==> run_1/layer_met3.png <==
Drawn at 8 px/um.
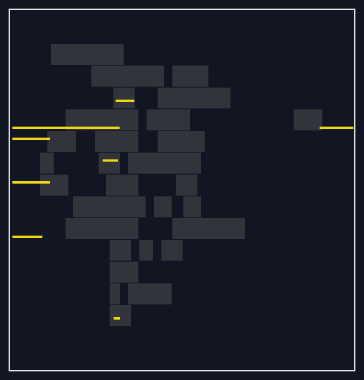
==> run_1/placement_by_type.png <==
Drawn at 12 px/um.
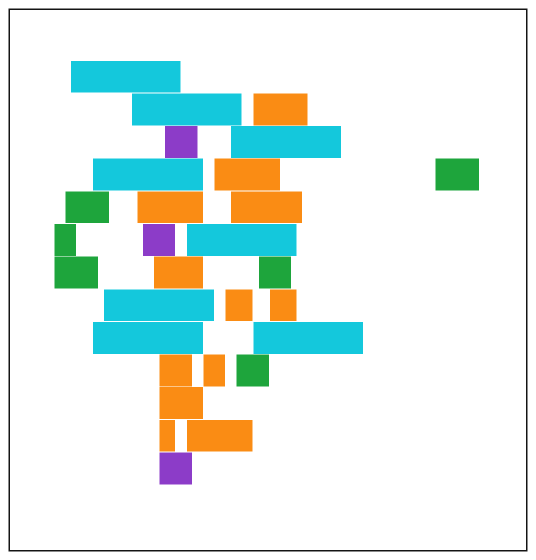
==> run_1/metal_density.png <==
Drawn at 8 px/um. The die is cut into 9 by 9 equal tiles; dark purple is low, yellow is high, scaled to the fullest tile. Values are wire area over tile area, all layers added.
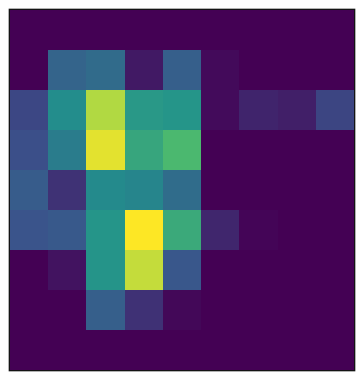
$ cat src/rtl/bdb_press_detector.sv
// Debounced pushbutton press detector: two-flop synchronizer, four-state debounce FSM,
// registered press pulse and level. Optional press counter enabled by BDB_PRESS_COUNT_EN.
module bdb_press_detector #(
    parameter int unsigned DEBOUNCE_CYCLES = 4,
    parameter int unsigned COUNT_WIDTH     = 16
) (
    input  logic                   clock,
    input  logic                   reset,
    input  logic                   button,
    output logic                   pressPulse,
    output logic                   pressed
`ifdef BDB_PRESS_COUNT_EN
    ,
    output logic [COUNT_WIDTH-1:0] pressCount
`endif
);

    localparam int unsigned CNT_W = $clog2(DEBOUNCE_CYCLES);
    localparam logic [CNT_W-1:0] CNT_ONE  = CNT_W'(1);
    localparam logic [CNT_W-1:0] CNT_LAST = CNT_W'(DEBOUNCE_CYCLES - 1);

    typedef enum logic [1:0] {
        RELEASED     = 2'd0,
        PRESS_WAIT   = 2'd1,
        HELD         = 2'd2,
        RELEASE_WAIT = 2'd3
    } state_t;

    logic             sync1;
    logic             sync2;
    state_t           state;
    state_t           state_nxt;
    logic [CNT_W-1:0] cnt;
    logic [CNT_W-1:0] cnt_nxt;
    logic             pulse_nxt;
    logic             pressed_nxt;

    // Metastability guard on the raw button level
    always_ff @(posedge clock or negedge reset) begin
        if (!reset) begin
            sync1 <= 1'b0;
            sync2 <= 1'b0;
        end else begin
            sync1 <= button;
            sync2 <= sync1;
        end
    end

    // State register
    always_ff @(posedge clock or negedge reset) begin
        if (!reset) begin
            state <= RELEASED;
            cnt   <= '0;
        end else begin
            state <= state_nxt;
            cnt   <= cnt_nxt;
        end
    end

    // Next-state: a level change must persist DEBOUNCE_CYCLES samples; a glitch restores the old level
    always_comb begin
        state_nxt = state;
        cnt_nxt   = cnt;
        case (state)
            RELEASED: begin
                if (sync2) begin
                    state_nxt = PRESS_WAIT;
                    cnt_nxt   = CNT_ONE;
                end
            end
            PRESS_WAIT: begin
                if (!sync2) begin
                    state_nxt = RELEASED;
                    cnt_nxt   = '0;
                end else if (cnt == CNT_LAST) begin
                    state_nxt = HELD;
                    cnt_nxt   = '0;
                end else begin
                    cnt_nxt = cnt + CNT_W'(1);
                end
            end
            HELD: begin
                if (!sync2) begin
                    state_nxt = RELEASE_WAIT;
                    cnt_nxt   = CNT_ONE;
                end
            end
            RELEASE_WAIT: begin
                if (sync2) begin
                    state_nxt = HELD;
                    cnt_nxt   = '0;
                end else if (cnt == CNT_LAST) begin
                    state_nxt = RELEASED;
                    cnt_nxt   = '0;
                end else begin
                    cnt_nxt = cnt + CNT_W'(1);
                end
            end
            default: begin
                state_nxt = RELEASED;
                cnt_nxt   = '0;
            end
        endcase
    end

    // Output decode from the transition so the registered outputs line up with the state change
    always_comb begin
        pulse_nxt   = 1'b0;
        pressed_nxt = 1'b0;
        if (state == PRESS_WAIT && state_nxt == HELD) begin
            pulse_nxt = 1'b1;
        end
        if (state_nxt == HELD || state_nxt == RELEASE_WAIT) begin
            pressed_nxt = 1'b1;
        end
    end

    always_ff @(posedge clock or negedge reset) begin
        if (!reset) begin
            pressPulse <= 1'b0;
            pressed    <= 1'b0;
        end else begin
            pressPulse <= pulse_nxt;
            pressed    <= pressed_nxt;
        end
    end

`ifdef BDB_PRESS_COUNT_EN
    // Free-running press total, wraps silently
    always_ff @(posedge clock or negedge reset) begin
        if (!reset) begin
            pressCount <= '0;
        end else if (pulse_nxt) begin
            pressCount <= pressCount + COUNT_WIDTH'(1);
        end
    end
`endif

endmodule

$ cat config.mk
export PLATFORM = sky130hd
export DESIGN_NAME = bdb_press_detector
export DESIGN_NICKNAME = d
export VERILOG_FILES = /design/src/rtl/bdb_press_detector.sv
export SDC_FILE = /design/constraint.sdc
export NUM_CORES = 1
export LEC_CHECK = 0
export CELL_PAD_IN_SITES_DETAIL_PLACEMENT = 1
export CELL_PAD_IN_SITES_GLOBAL_PLACEMENT = 2
export CORE_AREA = 3 3 40 42
export CTS_CLUSTER_SIZE = 28
export DETAILED_ROUTE_END_ITERATION = 10
export DIE_AREA = 0 0 43 45
export PLACE_DENSITY = 0.57
export SLEW_MARGIN = 20
export SYNTH_ARGS = -nofsm -noshare
export SYNTH_HDL_FRONTEND = slang
export SYNTH_SLANG_ARGS = --single-unit
$ cat constraint.sdc
create_clock -name clock -period 1.1 [get_ports clock]
set_input_delay 0.22 -clock clock [delete_from_list [all_inputs] [get_ports clock]]
set_output_delay 0.22 -clock clock [all_outputs]
set_load 0.01 [all_outputs]
==> results_dict.tcl, run 1 <==
# collected from the flow reports
set metrics [dict create \
    antenna_cells 0 \
    drive_gt1_share_pct 41.38 \
    finalCritPeriodShare_pct 99.18 \
    antenna_found_initial 0 \
    signal_buffers 6 \
    finalNetCount 35 \
    numSynthFlops 8 \
    chipArea_um2 1935 \
    clockRootBuffer "clkbuf_4" \
    critPathMaxStageDelay_ns 0.38 \
    portBuffers 4 \
    r2r_end "state[1]" \
    cp.depth 3 \
    crit_start "cnt[1]" \
    combPwrFrac_pct 31.5 \
    yosys_area_um2 301.5 \
    grt_max_degree 9 \
    synth_cells 20 \
    biggestCellCategory "registers" \
    ff_type "dfrtp_1" \
    status "finished clean" \
    path_buffers 0 \
    clkbuf_count 3 \
    cts_tree "yes" \
    place.gp.congestion 0.6258 \
]
About layer_met3.png:
The wires run mostly horizontal. 6 nets have wire on it. The longest straight run is 13.1 um. The layer holds 6.5% of the routed length. The layer carries 33.1 um of wire.
final wirelength: 512 um
GR Util met3: 2.390%
Vias: 184

About placement_by_type.png:
Key: purple = clock drivers [cells 3, share of their area 5.7%]; green = remaining buffers and delay cells [cells 6, share of their area 13%]; cyan = sequential cells [cells 8, share of their area 50%]; orange = combinational and other logic [cells 12, share of their area 31%]
CORE AREA: 1285 um^2
Row Count: 13
utilization after layout: 32.33%

About metal_density.png:
The mean over all tiles is 0.044. 14% of the tiles are over half the peak. The fullest tile reaches 0.26. 54% of the tiles are nearly empty.
Global Route Usage Sum: 6.476%
drt wl/cell: 11.64 um

==> run 1: sequential cells by signal, indices dropped and copies added, names as in the netlist <==
register    count
cnt             2
pressPulse      1
state           2
pressed         1
sync2           1
sync1           1
==> run 1: kinds of logic (layout without fill, tap and decap cells) <==
family | after synthesis | in the layout | share of synthesized area [%]
flops | 8 | 8 | 66.39
fa+ha+maj | 1 | 1 | 4.149
simple gates | 5 | 5 | 9.133
mux | 3 | 3 | 10.79
compound gates | 2 | 2 | 4.149
xor+xnor | 1 | 1 | 5.396
buf+inv | 0 | 9 | 0
==> run 1: routing by layer <==
| layer | wire [um] | vias up | global-route usage, % |
|---|---|---|---|
| li1 | - | 85 | - |
| met1 | 209 | 88 | 6.700 |
| met2 | 242 | 8 | 9.581 |
| met4 | 27 | 0 | 7.229 |
| met5 | 0 | - | 0 |
| met3 | 33 | 3 | 2.390 |
==> run 1: repair_timing <==
item                                   in CTS  in global routing
gates resized                               4                  5
buffers inserted                            1                  0
endpoints found under the hold margin       0                  0
pin swaps                                   0                  1
setup endpoints to repair                   4                  4
==> run 1: metrics by stage <==
step           total power [mW]  instances   TNS, ns  worst slack, ns
2_1_floorplan            0.6450         20         0          0.01864
3_3_place_gp             0.7391         40  -0.01119         -0.01119
3_5_place_dp             0.7589         40  -0.03967         -0.02154
4_1_cts                   1.010         44  -0.04611         -0.02457
5_1_grt                   1.108         44  -0.04139         -0.02249
6_report                  1.024         44         0         0.009025
==> run 1: layout by cell type (no fill, tap or decap) <==
master,n
o21ai_0,1
xor2_2,1
ha_2,1
clkbuf_2,1
buf_4,2
nor3b_2,1
and2_1,1
mux2i_1,1
mux2_4,2
clkbuf_4,3
clkdlybuf4s50_1,2
dfrtp_1,8
nand2_4,1
nand2b_1,1
clkdlybuf4s15_1,1
nand2_1,1
o21a_1,1
==> run 2: changes to the inputs <==
--- a/config.mk
+++ b/config.mk
@@ -11,6 +11,7 @@
 export CTS_CLUSTER_SIZE = 28
 export DETAILED_ROUTE_END_ITERATION = 10
 export DIE_AREA = 0 0 43 45
+export HOLD_SLACK_MARGIN = 0.06
 export PLACE_DENSITY = 0.57
 export SLEW_MARGIN = 20
 export SYNTH_ARGS = -nofsm -noshare
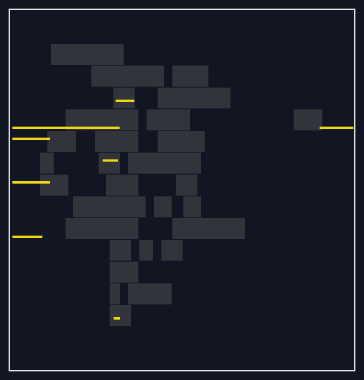
(run_2/layer_met3.png)
Drawn at 8 px/um.
6 nets have wire on it. The layer holds 6.5% of the routed length. The wires run mostly horizontal. The longest straight run is 13.1 um. The layer carries 33.1 um of wire.

==> run 2 against run 1 <==
Effect of this change:
- setup slack is the same
- sequential cell count is the same
- hold slack is the same
- maximum frequency is the same
- clock skew is the same
- die area is the same
- wire length is the same
- via count is the same
- design area is the same
- first-iteration DRC count is the same
- count of clock-buffer cells in the layout is the same
- sequential share of layout area is the same
- critical path type unchanged
- critical endpoint unchanged
- largest power group unchanged
- highest routed layer unchanged
==> results_dict.tcl, run 2 <==
# collected from the flow reports
set metrics [dict create \
    status "finished clean" \
    postCtsSetupRepairBufs 1 \
    place_worst_setup_slack_ns -0.02154 \
    final_common_cell "dfrtp_1" \
    grt_max_degree 9 \
    fp-utilization_pct 23.47 \
    finalNetCount 35 \
    drt-wirelength-per-cell_um 11.64 \
    cts_tree "yes" \
    r2r_end "state[1]" \
    grtUsageMet2_pct 9.581 \
    grt_use_met1_pct 6.700 \
    antenna_cells 0 \
    area_delta_synth_final_pct 37.76 \
    worst-endpoint-arrival_ns 1.23 \
    routed_wl_um 512 \
    portBuffers 4 \
    chipArea_um2 1935 \
    globalRoute.busiestLayer "met2" \
    row_count 13 \
    drive_gt1_share_pct 41.38 \
    yosys_area_um2 301.5 \
    setup_tns_ns 0 \
    antenna_found_initial 0 \
    reg_top3 "cnt x2, state x2" \
    numSynthFlops 8 \
    ff_type "dfrtp_1" \
    coreArea_um2 1285 \
    finalCritPeriodShare_pct 99.18 \
    synth_cells 20 \
    place.gp.congestion 0.6258 \
    final_cell_mix "dfrtp_1, clkbuf_4, mux2_4, clkdlybuf4s50_1, buf_4" \
    cts_resized 4 \
    grt-ovfl-total 0 \
    finalPower_mw 1.024 \
    clockRootBuffer "clkbuf_4" \
    vias 184 \
    timing.final.ws_setup_ns 0.009025 \
    grt_usage_pct 6.476 \
    combPwrFrac_pct 31.5 \
    met3_usage_pct 2.390 \
]
==> run 2: cell counts after synthesis <==
No cell type changed its count.
==> run 2: power groups by stage <==
stage	Combinational [mW]	Sequential, mW	Clock, mW
2_1_floorplan	0.178	0.467	0
3_3_place_gp	0.274	0.465	0
3_5_place_dp	0.285	0.474	0
4_1_cts	0.302	0.468	0.239
5_1_grt	0.361	0.492	0.254
6_report	0.322	0.478	0.224
==> run 2: logic make-up (layout without fill, tap and decap cells) <==
family / after synthesis / in the layout / synth area share [%]
compound gates: 2 / 2 / 4.149
fa+ha+maj: 1 / 1 / 4.149
mux: 3 / 3 / 10.79
simple gates: 5 / 5 / 9.133
xor+xnor: 1 / 1 / 5.396
buf+inv: 0 / 9 / 0
flops: 8 / 8 / 66.39
==> run 2: stage by stage <==
| step | utilization [%] | hold slack, ns | cells |
|---|---|---|---|
| after CTS | 31.35 | 0.2441 | 44 |
| after global placement | 29.02 | 0.3373 | 40 |
| after global routing | 32.33 | 0.2568 | 44 |
| after floorplan | - | -0.07559 | 20 |
| after detailed placement | 29.02 | 0.3397 | 40 |
| final | 32.33 | 0.2386 | 44 |
==> run 2: per-layer routing <==
| metal | share of wire, % | vias to the layer above | wire [um] |
|---|---|---|---|
| li1 | - | 85 | - |
| met1 | 41 | 88 | 209 |
| met2 | 47 | 8 | 242 |
| met3 | 6.4 | 3 | 33 |
| met4 | 5.3 | 0 | 27 |
| met5 | 0 | - | 0 |
==> run 2: area by class of cell <==
type | instances | area, um^2
fill | 141 | 869.6
sequential | 8 | 200.2
multi-input combinational | 12 | 123.9
timing repair buffer | 6 | 50.05
clock buffer | 3 | 22.52
tap | 15 | 18.77
==> run 2: critical path, cell delays in order, from the launching register on <==
cell and delay, ns:
dfrtp_1 0.38, ha_2 0.21, nand2_4 0.09, mux2_4 0.29
No activity file was given, so power comes from the tool's default toggle rates.
